===== config.mk =====
export PLATFORM = sky130hd
export DESIGN_NAME = gsram_wr_seq
export DESIGN_NICKNAME = d
export VERILOG_FILES = /design/src/rtl/gsram_pkg.sv /design/src/rtl/raster_addr_ctr.sv /design/src/rtl/gsram_wr_seq.sv
export SDC_FILE = /design/constraint.sdc
export NUM_CORES = 1
export LEC_CHECK = 0
export ABC_AREA = 1
export CAP_MARGIN = 25
export CORE_MARGIN = 5
export CORE_UTILIZATION = 45
export CTS_BUF_LIST = sky130_fd_sc_hd__clkbuf_8 sky130_fd_sc_hd__clkbuf_16
export DETAILED_ROUTE_END_ITERATION = 16
export GPL_TIMING_DRIVEN = 0
export PLACE_DENSITY = 0.78
export SKIP_CTS_REPAIR_TIMING = 1
export SLEW_MARGIN = 25
export SYNTH_ARGS = -nofsm -noshare
export SYNTH_HDL_FRONTEND = slang
export SYNTH_SLANG_ARGS = --single-unit

===== constraint.sdc =====
create_clock -name clk -period 1.71 [get_ports clk]
set_clock_uncertainty 0.05 [all_clocks]
set_input_delay 0.342 -clock clk [delete_from_list [all_inputs] [get_ports clk]]
set_output_delay 0.342 -clock clk [all_outputs]
set_load 0.02 [all_outputs]

===== src/rtl/gsram_pkg.sv =====
// Shared gSRAM geometry and write-sequencer state encoding, also used by the
// gSRAM model and the readout block.
package gsram_pkg;
  localparam int ROWS = 10;
  localparam int COLS = 10;
  localparam int AW   = 4;
  localparam int DW   = 16;
  localparam int CW   = 7;

  typedef enum logic [1:0] {
    IDLE = 2'd0,
    RUN  = 2'd1,
    DONE = 2'd2
  } seq_state_t;
endpackage


===== src/rtl/raster_addr_ctr.sv =====
// Raster-order (row-major) write address counter for the gSRAM fill pass.
// Parks on the final cell instead of wrapping back to (0,0).
module raster_addr_ctr #(
  parameter int ROWS = 10,
  parameter int COLS = 10,
  parameter int AW   = 4
) (
  input  logic          clk,
  input  logic          rst_n,
  input  logic          clr,
  input  logic          inc,
  output logic [AW-1:0] row,
  output logic [AW-1:0] col,
  output logic          last
);
  localparam logic [AW-1:0] LAST_R = AW'(ROWS - 1);
  localparam logic [AW-1:0] LAST_C = AW'(COLS - 1);

  assign last = (row == LAST_R) && (col == LAST_C);

  always_ff @(posedge clk) begin
    if (!rst_n || clr) begin
      row <= '0;
      col <= '0;
    end else if (inc && !last) begin
      if (col == LAST_C) begin
        col <= '0;
        row <= row + AW'(1);
      end else begin
        col <= col + AW'(1);
      end
    end
  end
endmodule


===== src/rtl/gsram_wr_seq.sv =====
// gSRAM write sequencer: turns an m2 or LUT valid/ready word stream into one
// raster-ordered gSRAM write per accepted word; lends the address bus to the reader when idle.
module gsram_wr_seq #(
  parameter int ROWS = gsram_pkg::ROWS,
  parameter int COLS = gsram_pkg::COLS,
  parameter int AW   = gsram_pkg::AW,
  parameter int CW   = gsram_pkg::CW
) (
  input  logic          clk,
  input  logic          rst_n,
  input  logic          start,
  input  logic          src_sel,
  input  logic          abort,
  input  logic          m2_valid,
  output logic          m2_ready,
  input  logic          lut_valid,
  output logic          lut_ready,
  input  logic [AW-1:0] rd_row,
  input  logic [AW-1:0] rd_col,
  output logic          we,
  output logic [AW-1:0] row,
  output logic [AW-1:0] col,
  output logic          inmuxsel,
  output logic          busy,
  output logic          done,
  output logic [CW-1:0] count
);
  import gsram_pkg::*;

  localparam logic [CW-1:0] FULL = CW'(ROWS * COLS);

  seq_state_t    state;
  logic          sel_q, done_q;
  logic [CW-1:0] cnt;
  logic [AW-1:0] wr_row, wr_col;
  logic          last, run, rdy, sel_valid, fire, accept;

  assign run       = (state == RUN);
  assign accept    = (state == IDLE) && start;
  // abort wins over a pending handshake: drop ready so the source keeps its word
  assign rdy       = run && !abort;
  assign sel_valid = sel_q ? lut_valid : m2_valid;
  assign fire      = rdy && sel_valid;

  raster_addr_ctr #(.ROWS(ROWS), .COLS(COLS), .AW(AW)) u_ctr (
    .clk   (clk),
    .rst_n (rst_n),
    .clr   (accept),
    .inc   (fire),
    .row   (wr_row),
    .col   (wr_col),
    .last  (last)
  );

  always_ff @(posedge clk) begin
    if (!rst_n) begin
      state  <= IDLE;
      sel_q  <= 1'b0;
      cnt    <= '0;
      done_q <= 1'b0;
    end else begin
      done_q <= 1'b0;
      case (state)
        IDLE: if (start) begin
          sel_q <= src_sel;
          cnt   <= '0;
          state <= RUN;
        end
        RUN: begin
          if (abort) begin
            state <= IDLE;
          end else if (fire) begin
            if (cnt != FULL) cnt <= cnt + CW'(1);
            if (last) begin
              state  <= DONE;
              done_q <= 1'b1;
            end
          end
        end
        DONE:    state <= IDLE;
        default: state <= IDLE;
      endcase
    end
  end

  assign m2_ready  = rdy && !sel_q;
  assign lut_ready = rdy && sel_q;
  assign we        = fire;
  assign row       = run ? wr_row : rd_row;
  assign col       = run ? wr_col : rd_col;
  assign inmuxsel  = sel_q;
  assign busy      = run;
  assign done      = done_q;
  assign count     = cnt;
endmodule

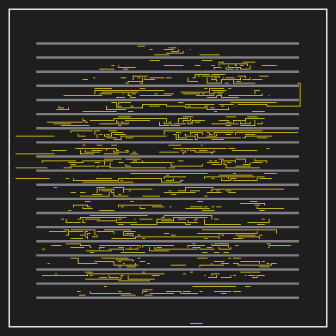
Figure 1: run 1, the metal 1 layer.
Supply wires on this layer in grey.
main direction	horizontal
wire length on this layer	1,340 µm
nets with wire on the layer	220
share of all routed wire	42%
longest straight run	18.9 µm

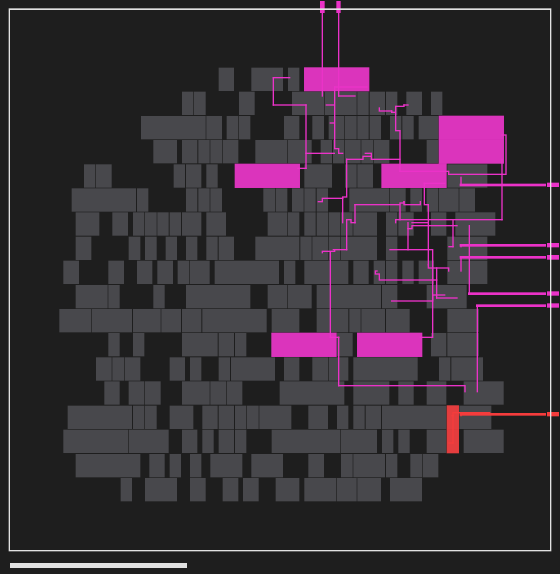
Figure 2: run 1, port wiring.
Scale bar: 20 µm.
port	colour	direction	end cells	buffers	wire
lut_valid	red	input	2	1	17.7 µm
count	magenta	output	7	7	301 µm

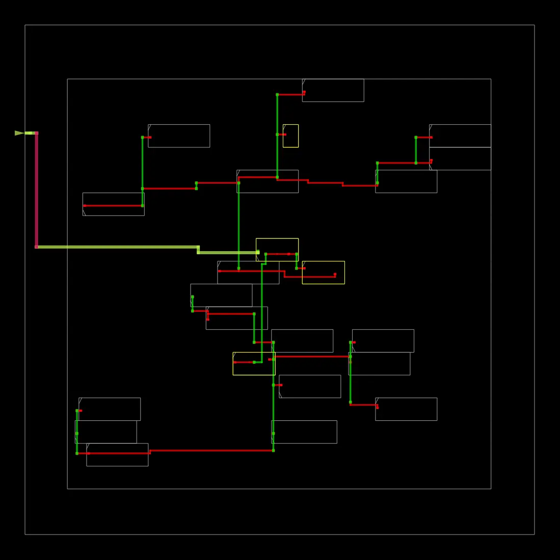
Figure 3: run 1, clock routing.
Clock Sinks: 19
num sequential: 19
Clk. pwr: 313 µW

==> job_summary.md, run 1 <==
### Yosys + OpenROAD results

| Metric | Value |
|---|---|
| Flop share of the area | `23.5%` |
| Syn Nets | `slightly below 200` |
| Clkbuf count | `3` |
| XOR/XNOR Fraction of Synth Area | `1.51%` |
| Critical path buffer and inverter count | `3` |
| Fraction of layout cells with a size suffix above 1 | `about a fifth` |
| Adder share | `approximately 4.3%` |
| Max Used Layer | `met4` |
| Final period util | `103%` |
| Num CTS Buffers | `3` |
| Max Root-Sink Buffers | `2` |
| Number of global-route vias before repair | `around 1.2k` |
| Count leader, synth | `nand2_1` |
| Post-DP HPWL | `around 2400 µm` |
| Finished Layout Cells | `roughly 250` |
| Routed wire length per instance | `12.5 µm` |
| Hold Crit Depth | `2` |
| Comb gates | `around 130` |
| Unrepaired setup endpoints after global routing | `true` |
| WL met1 | `approximately 1300 µm` |
| Combinational cell power | `about 200 µW` |
| Max-Cap Viols | `0` |
| Vias per cell | `about 5` |
| Critical path endpoint category | `output pin` |
| Crit. Startpoint | `lut_valid` |
| Worst R2R Start | `inmuxsel$_SDFFE_PN0P_` |
| Reg2reg end | `count[5]$_SDFFE_PN0P_` |
| Tool warnings | `29` |
| Fmax | `570 MHz` |
| Detail Route Antenna Nets | `0` |
| Mux contribution to synthesized area | `0%` |
| Ys flops | `19` |
| Worst-path fanout max | `5` |
| WHS Endpoint | `u_ctr.row[3]$_SDFFE_PP0P_` |
| Endpoints failing setup | `1` |
| Synth Instances | `around 180` |
| Cell taking the most area after synthesis | `dfxtp_1` |
| Top Ports | `36` |
| Port Buffers | `35` |
| Critical path arrival | `1.36 ns` |
| Slowest-stage cell, CP | `clkdlybuf4s50_1` |
| Asr flop ratio synth | `0%` |
| Initial drt markers | `around 50` |
| Final Cell Area | `1620 µm²` |
| Via Count | `between 1k and 1.5k` |
| Drt first pass iters | `4` |
| Failing checks | `setup timing` |
| Flop area | `between 300 and 400 µm²` |
| Seq pwr share | `about 47%` |
| Met2 wire length | `between 1500 and 2000 µm` |
| Worst slew margin | `just over 80%` |
| Fillers | `approximately 220` |
| Yosys aoi share | `around an eighth` |
| Outcome | `finished, violations left` |
| Critical path startpoint category | `input port` |
| Clock transition at the registers of the reported paths | `~0.070 ns` |
| Post-route setup slack | `-0.0430 ns` |
| Crit path depth | `6` |
| Core area | `around 2500 µm²` |
| Final count of hold timing violations | `0` |
| Family with the most delay on the worst path | `buffers and inverters` |
| Combinational fraction of design power | `a little over a fifth` |
| Clk root buf | `clkbuf_8` |
| Clk tree area frac | `2.85%` |
| Sw power | `between 200 and 300 µW` |
| Reg2Reg Depth | `10` |
| Critical path class | `input port to output pin` |
| Dpl cell area | `between 1500 and 2000 µm²` |
| Logic area | `689 µm²` |
| Die ar. | `3700 µm²` |
==> inputs of run 2 (changes only) <==
--- a/config.mk
+++ b/config.mk
@@ -6,7 +6,6 @@
 export NUM_CORES = 1
 export LEC_CHECK = 0
 export ABC_AREA = 1
-export CAP_MARGIN = 25
 export CORE_MARGIN = 5
 export CORE_UTILIZATION = 45
 export CTS_BUF_LIST = sky130_fd_sc_hd__clkbuf_8 sky130_fd_sc_hd__clkbuf_16
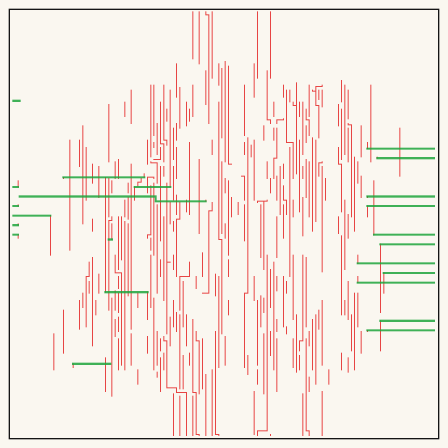
Figure 4: run 2, routed metal, one colour a layer.
Two of the layers only.
layer	colour	wire length
metal 3	green	162 µm
metal 2	red	1,640 µm

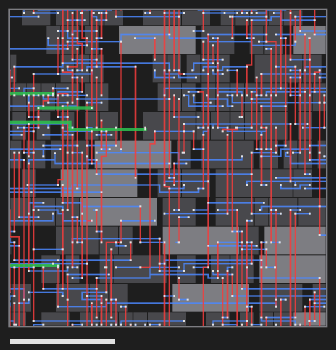
Figure 5: run 2, a small window of the routed layout.
Scale bar: 10 µm. Region (15, 15) to (45, 45) µm. Cells in grey, sequential cells in the stronger grey; small squares are vias.
layer	colour
metal 1	blue
metal 3	green
metal 2	red
sequential cells in the window	8
most frequent	nand2_1 (18), inv_1 (16), nand3_1 (9)
cells with their middle in the window	101
netlist names of flops here include	count (3), u_ctr.col (2)

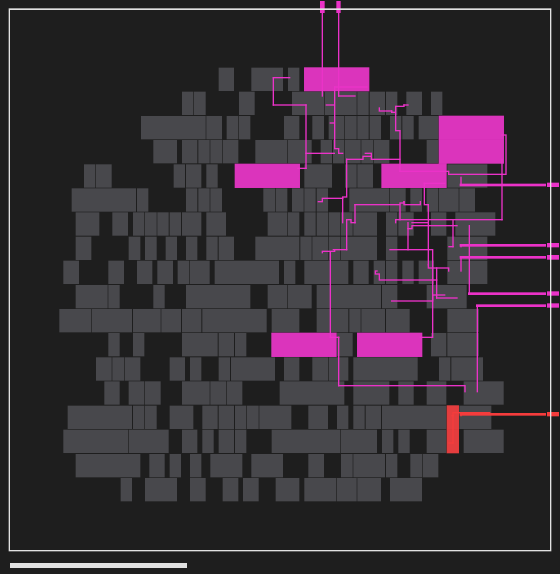
Figure 6: run 2, port wiring.
Scale bar: 20 µm.
port	colour	direction	end cells	buffers	wire
lut_valid	red	input	2	1	17.7 µm
count	magenta	output	7	7	301 µm

==> run 2 against run 1 <==
- the flow still finishes with violations (setup timing)
- largest power group unchanged
- hold slack is the same
- final cell count is the same
- core utilization is the same
==> job_summary.md, run 2 <==
### Yosys + OpenROAD results

| Metric | Value |
|---|---|
| Outcome | `finished, violations left (unchanged)` |
| Failing checks | `setup timing (unchanged)` |
| Logic area | `689 µm² (unchanged)` |
| Flop share of the area | `23.5% (unchanged)` |
| Fraction of layout cells with a size suffix above 1 | `20.2% (unchanged)` |
| Flop area | `382 µm² (unchanged)` |
| Worst R2R Start | `inmuxsel$_SDFFE_PN0P_ (unchanged)` |
| Adder share | `4.30% (unchanged)` |
| Crit. Startpoint | `lut_valid (unchanged)` |
| Sw power | `274 µW (unchanged)` |
| Hold Crit Depth | `2 (unchanged)` |
| Critical path endpoint category | `output pin (unchanged)` |
| Met2 wire length | `1640 µm (unchanged)` |
| Clk. pwr | `313 µW (about the same)` |
| Mux contribution to synthesized area | `0% (unchanged)` |
| Initial drt markers | `50 (unchanged)` |
| Worst slew margin | `81.9% (unchanged)` |
| Family with the most delay on the worst path | `buffers and inverters (unchanged)` |
| Number of global-route vias before repair | `1,208 (unchanged)` |
| Endpoints failing setup | `1 (unchanged)` |
| Combinational cell power | `201 µW (about the same)` |
| Die ar. | `3700 µm² (unchanged)` |
| Cell taking the most area after synthesis | `dfxtp_1 (unchanged)` |
| Yosys aoi share | `13.1% (unchanged)` |
| Critical path startpoint category | `input port (unchanged)` |
| Finished Layout Cells | `253 (unchanged)` |
| Final count of hold timing violations | `0 (unchanged)` |
| Clk root buf | `clkbuf_8 (unchanged)` |
| Num sequential | `19 (unchanged)` |
| Asr flop ratio synth | `0% (unchanged)` |
| Top Ports | `36 (unchanged)` |
| Clock transition at the registers of the reported paths | `0.07 ns (about the same)` |
| Detail Route Antenna Nets | `0 (unchanged)` |
| Max Root-Sink Buffers | `2 (unchanged)` |
| Drt first pass iters | `4 (unchanged)` |
| Fillers | `224 (unchanged)` |
| Final period util | `103% (unchanged)` |
| Reg2reg end | `count[5]$_SDFFE_PN0P_ (unchanged)` |
| Ys flops | `19 (unchanged)` |
| Num CTS Buffers | `3 (unchanged)` |
| Post-DP HPWL | `2350 µm (unchanged)` |
| Syn Nets | `198 (unchanged)` |
| Clk tree area frac | `2.85% (unchanged)` |
| Critical path arrival | `1.36 ns (about the same)` |
| Vias per cell | `5.02 (unchanged)` |
| Critical path class | `input port to output pin (unchanged)` |
| XOR/XNOR Fraction of Synth Area | `1.51% (unchanged)` |
| Comb gates | `130 (unchanged)` |
| Slowest-stage cell, CP | `clkdlybuf4s50_1 (unchanged)` |
| Worst-path fanout max | `5 (unchanged)` |
| Max-Cap Viols | `0 (unchanged)` |
| Post-route setup slack | `-0.0430 ns (unchanged)` |
Figure 7. The metal 1 layer (run 2).
Supply wires on this layer in grey.
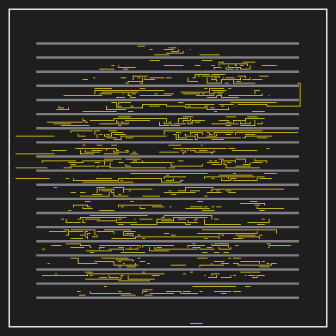

==> inputs of run 3 (changes only) <==
--- a/config.mk
+++ b/config.mk
@@ -11,6 +11,7 @@
 export CTS_BUF_LIST = sky130_fd_sc_hd__clkbuf_8 sky130_fd_sc_hd__clkbuf_16
 export DETAILED_ROUTE_END_ITERATION = 16
 export GPL_TIMING_DRIVEN = 0
+export MAX_ROUTING_LAYER = met4
 export PLACE_DENSITY = 0.78
 export SKIP_CTS_REPAIR_TIMING = 1
 export SLEW_MARGIN = 25
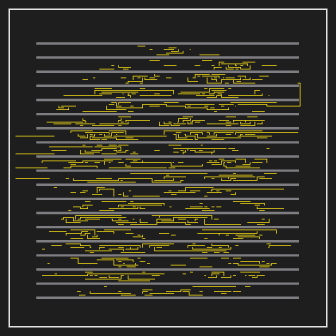
Figure 8: run 3, the metal 1 layer.
Supply wires on this layer in grey.
share of all routed wire	42%
wire length on this layer	1,330 µm
longest straight run	18.9 µm
main direction	horizontal

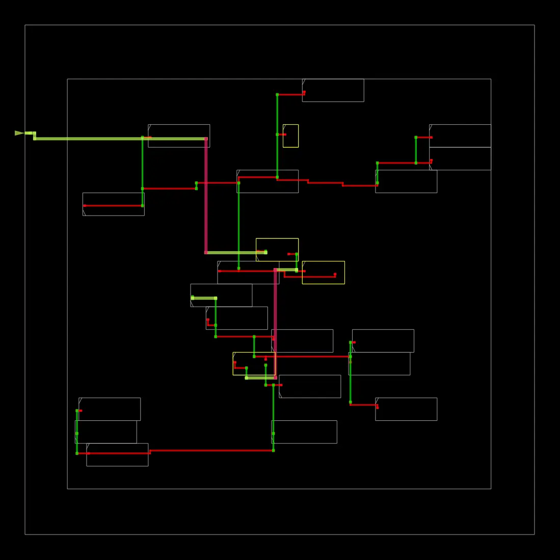
Figure 9: run 3, clock routing.
clkbuf count: 3
Clk. pwr: 317 µW
Num CTS Buffers: 3
Clk Latency, worst-skew pair: 0.26 ns

==> run 3 against run 2 <==
- the flow still finishes with violations (setup timing)
- worst setup slack worse by 0.00074 ns
- sequential cell count stayed put
- area after synthesis stayed put
- synthesized cell count stayed put
- core utilization stayed put
- hold slack better by 0.0024 ns
- critical endpoint unchanged
- largest cell class unchanged
==> job_summary.md, run 3 <==
### Yosys + OpenROAD results

| Metric | Value |
|---|---|
| Drt first pass iters | `4 (unchanged)` |
| Fraction of layout cells with a size suffix above 1 | `20.2% (unchanged)` |
| Adder share | `4.30% (unchanged)` |
| Critical path buffer and inverter count | `3 (unchanged)` |
| Finished Layout Cells | `253 (unchanged)` |
| Max Root-Sink Buffers | `2 (unchanged)` |
| Endpoints failing setup | `1 (unchanged)` |
| Logic area | `689 µm² (unchanged)` |
| Fp util | `47.0% (unchanged)` |
| Family with the most delay on the worst path | `buffers and inverters (unchanged)` |
| Power Density | `600 nW/µm² (was 598 nW/µm²)` |
| Vias per cell | `5.07 (was 5.02)` |
| Outcome | `finished, violations left (unchanged)` |
| Count leader, synth | `nand2_1 (unchanged)` |
| Combinational cell power | `201 µW (about the same)` |
| Die ar. | `3700 µm² (unchanged)` |
| Unrepaired setup endpoints after global routing | `true (unchanged)` |
| Final Cell Area | `1620 µm² (unchanged)` |
| WHS Endpoint | `u_ctr.row[3]$_SDFFE_PP0P_ (unchanged)` |
| Clk root buf | `clkbuf_8 (unchanged)` |
| Fmax | `570 MHz (about the same)` |
| Met2 wire length | `1630 µm (was 1640 µm)` |
| Flop area | `382 µm² (unchanged)` |
| Non-CTS buffers | `41 (unchanged)` |
| Critical path arrival | `1.36 ns (about the same)` |
| Crit path depth | `6 (unchanged)` |
| Crit. Startpoint | `lut_valid (unchanged)` |
| Post-DP HPWL | `2350 µm (unchanged)` |
| Slowest-stage cell, CP | `clkdlybuf4s50_1 (unchanged)` |
| XOR/XNOR Fraction of Synth Area | `1.51% (unchanged)` |
| Clock Sinks | `19 (unchanged)` |
| Seq pwr share | `46.8% (was 46.9%)` |
| Critical path startpoint category | `input port (unchanged)` |
| Ys flops | `19 (unchanged)` |
| Hold Startpoint | `u_ctr.row[3]$_SDFFE_PP0P_ (unchanged)` |
| Number of global-route vias before repair | `1,209 (was 1,208)` |
| Dpl cell area | `1550 µm² (unchanged)` |
| Yosys aoi share | `13.1% (unchanged)` |
| Worst slew margin | `81.9% (about the same)` |
| Comb gates | `130 (unchanged)` |
| Gr usage total | `17.9% (was 17.3%)` |
| Flop share of the area | `23.5% (unchanged)` |
| Clk network pwr share | `32.6% (was 32.3%)` |
| Core area | `2480 µm² (unchanged)` |
| Reg2reg end | `count[5]$_SDFFE_PN0P_ (unchanged)` |
| Final count of hold timing violations | `0 (unchanged)` |
| Combinational fraction of design power | `20.7% (was 20.8%)` |
| Max-Cap Viols | `0 (unchanged)` |
| Simple-Gate Area Share | `38.7% (unchanged)` |
| Worst R2R Start | `inmuxsel$_SDFFE_PN0P_ (unchanged)` |
| Synth Instances | `179 (unchanged)` |
| Syn Nets | `198 (unchanged)` |
| Final period util | `103% (about the same)` |
| Clock transition at the registers of the reported paths | `0.07 ns (about the same)` |
| Tool warnings | `29 (unchanged)` |
| Detail Route Antenna Nets | `0 (unchanged)` |
| Failing checks | `setup timing (unchanged)` |
| Clk tree area frac | `2.85% (unchanged)` |
| Routed wire length per instance | `12.6 µm (was 12.5 µm)` |
| Port Buffers | `35 (unchanged)` |
| Reg2Reg Depth | `10 (unchanged)` |
| Top class by area | `logic gates (unchanged)` |
| WL met1 | `1330 µm (was 1340 µm)` |
| Top cells excl fill/tap | `nand2_1 (44), inv_1 (26), dfxtp_1 (18) (unchanged)` |
| Worst-path fanout max | `5 (unchanged)` |
| Mux contribution to synthesized area | `0% (unchanged)` |
| Post-route setup slack | `-0.0437 ns (was -0.0430 ns)` |
| Num sequential | `19 (unchanged)` |
| Hold Crit Depth | `2 (unchanged)` |
| Top Ports | `36 (unchanged)` |
| Sw power | `278 µW (was 274 µW)` |
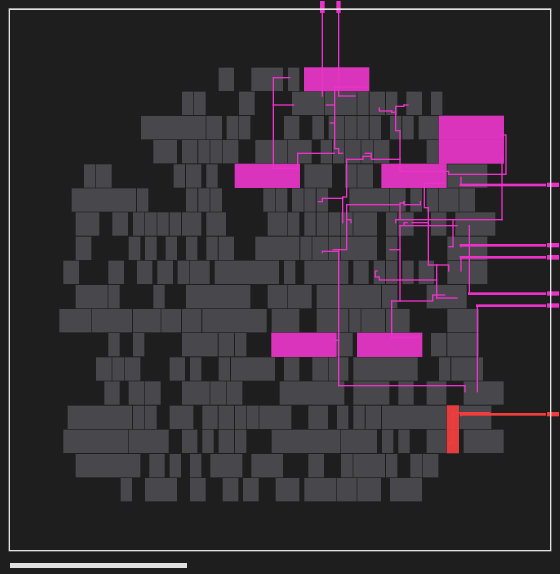
Figure 10: run 3, port wiring.
Scale bar: 20 µm.
port	colour	direction	end cells	buffers	wire
count	magenta	output	7	7	304 µm
lut_valid	red	input	2	1	17.7 µm

No activity file was given, so power comes from the tool's default toggle rates.
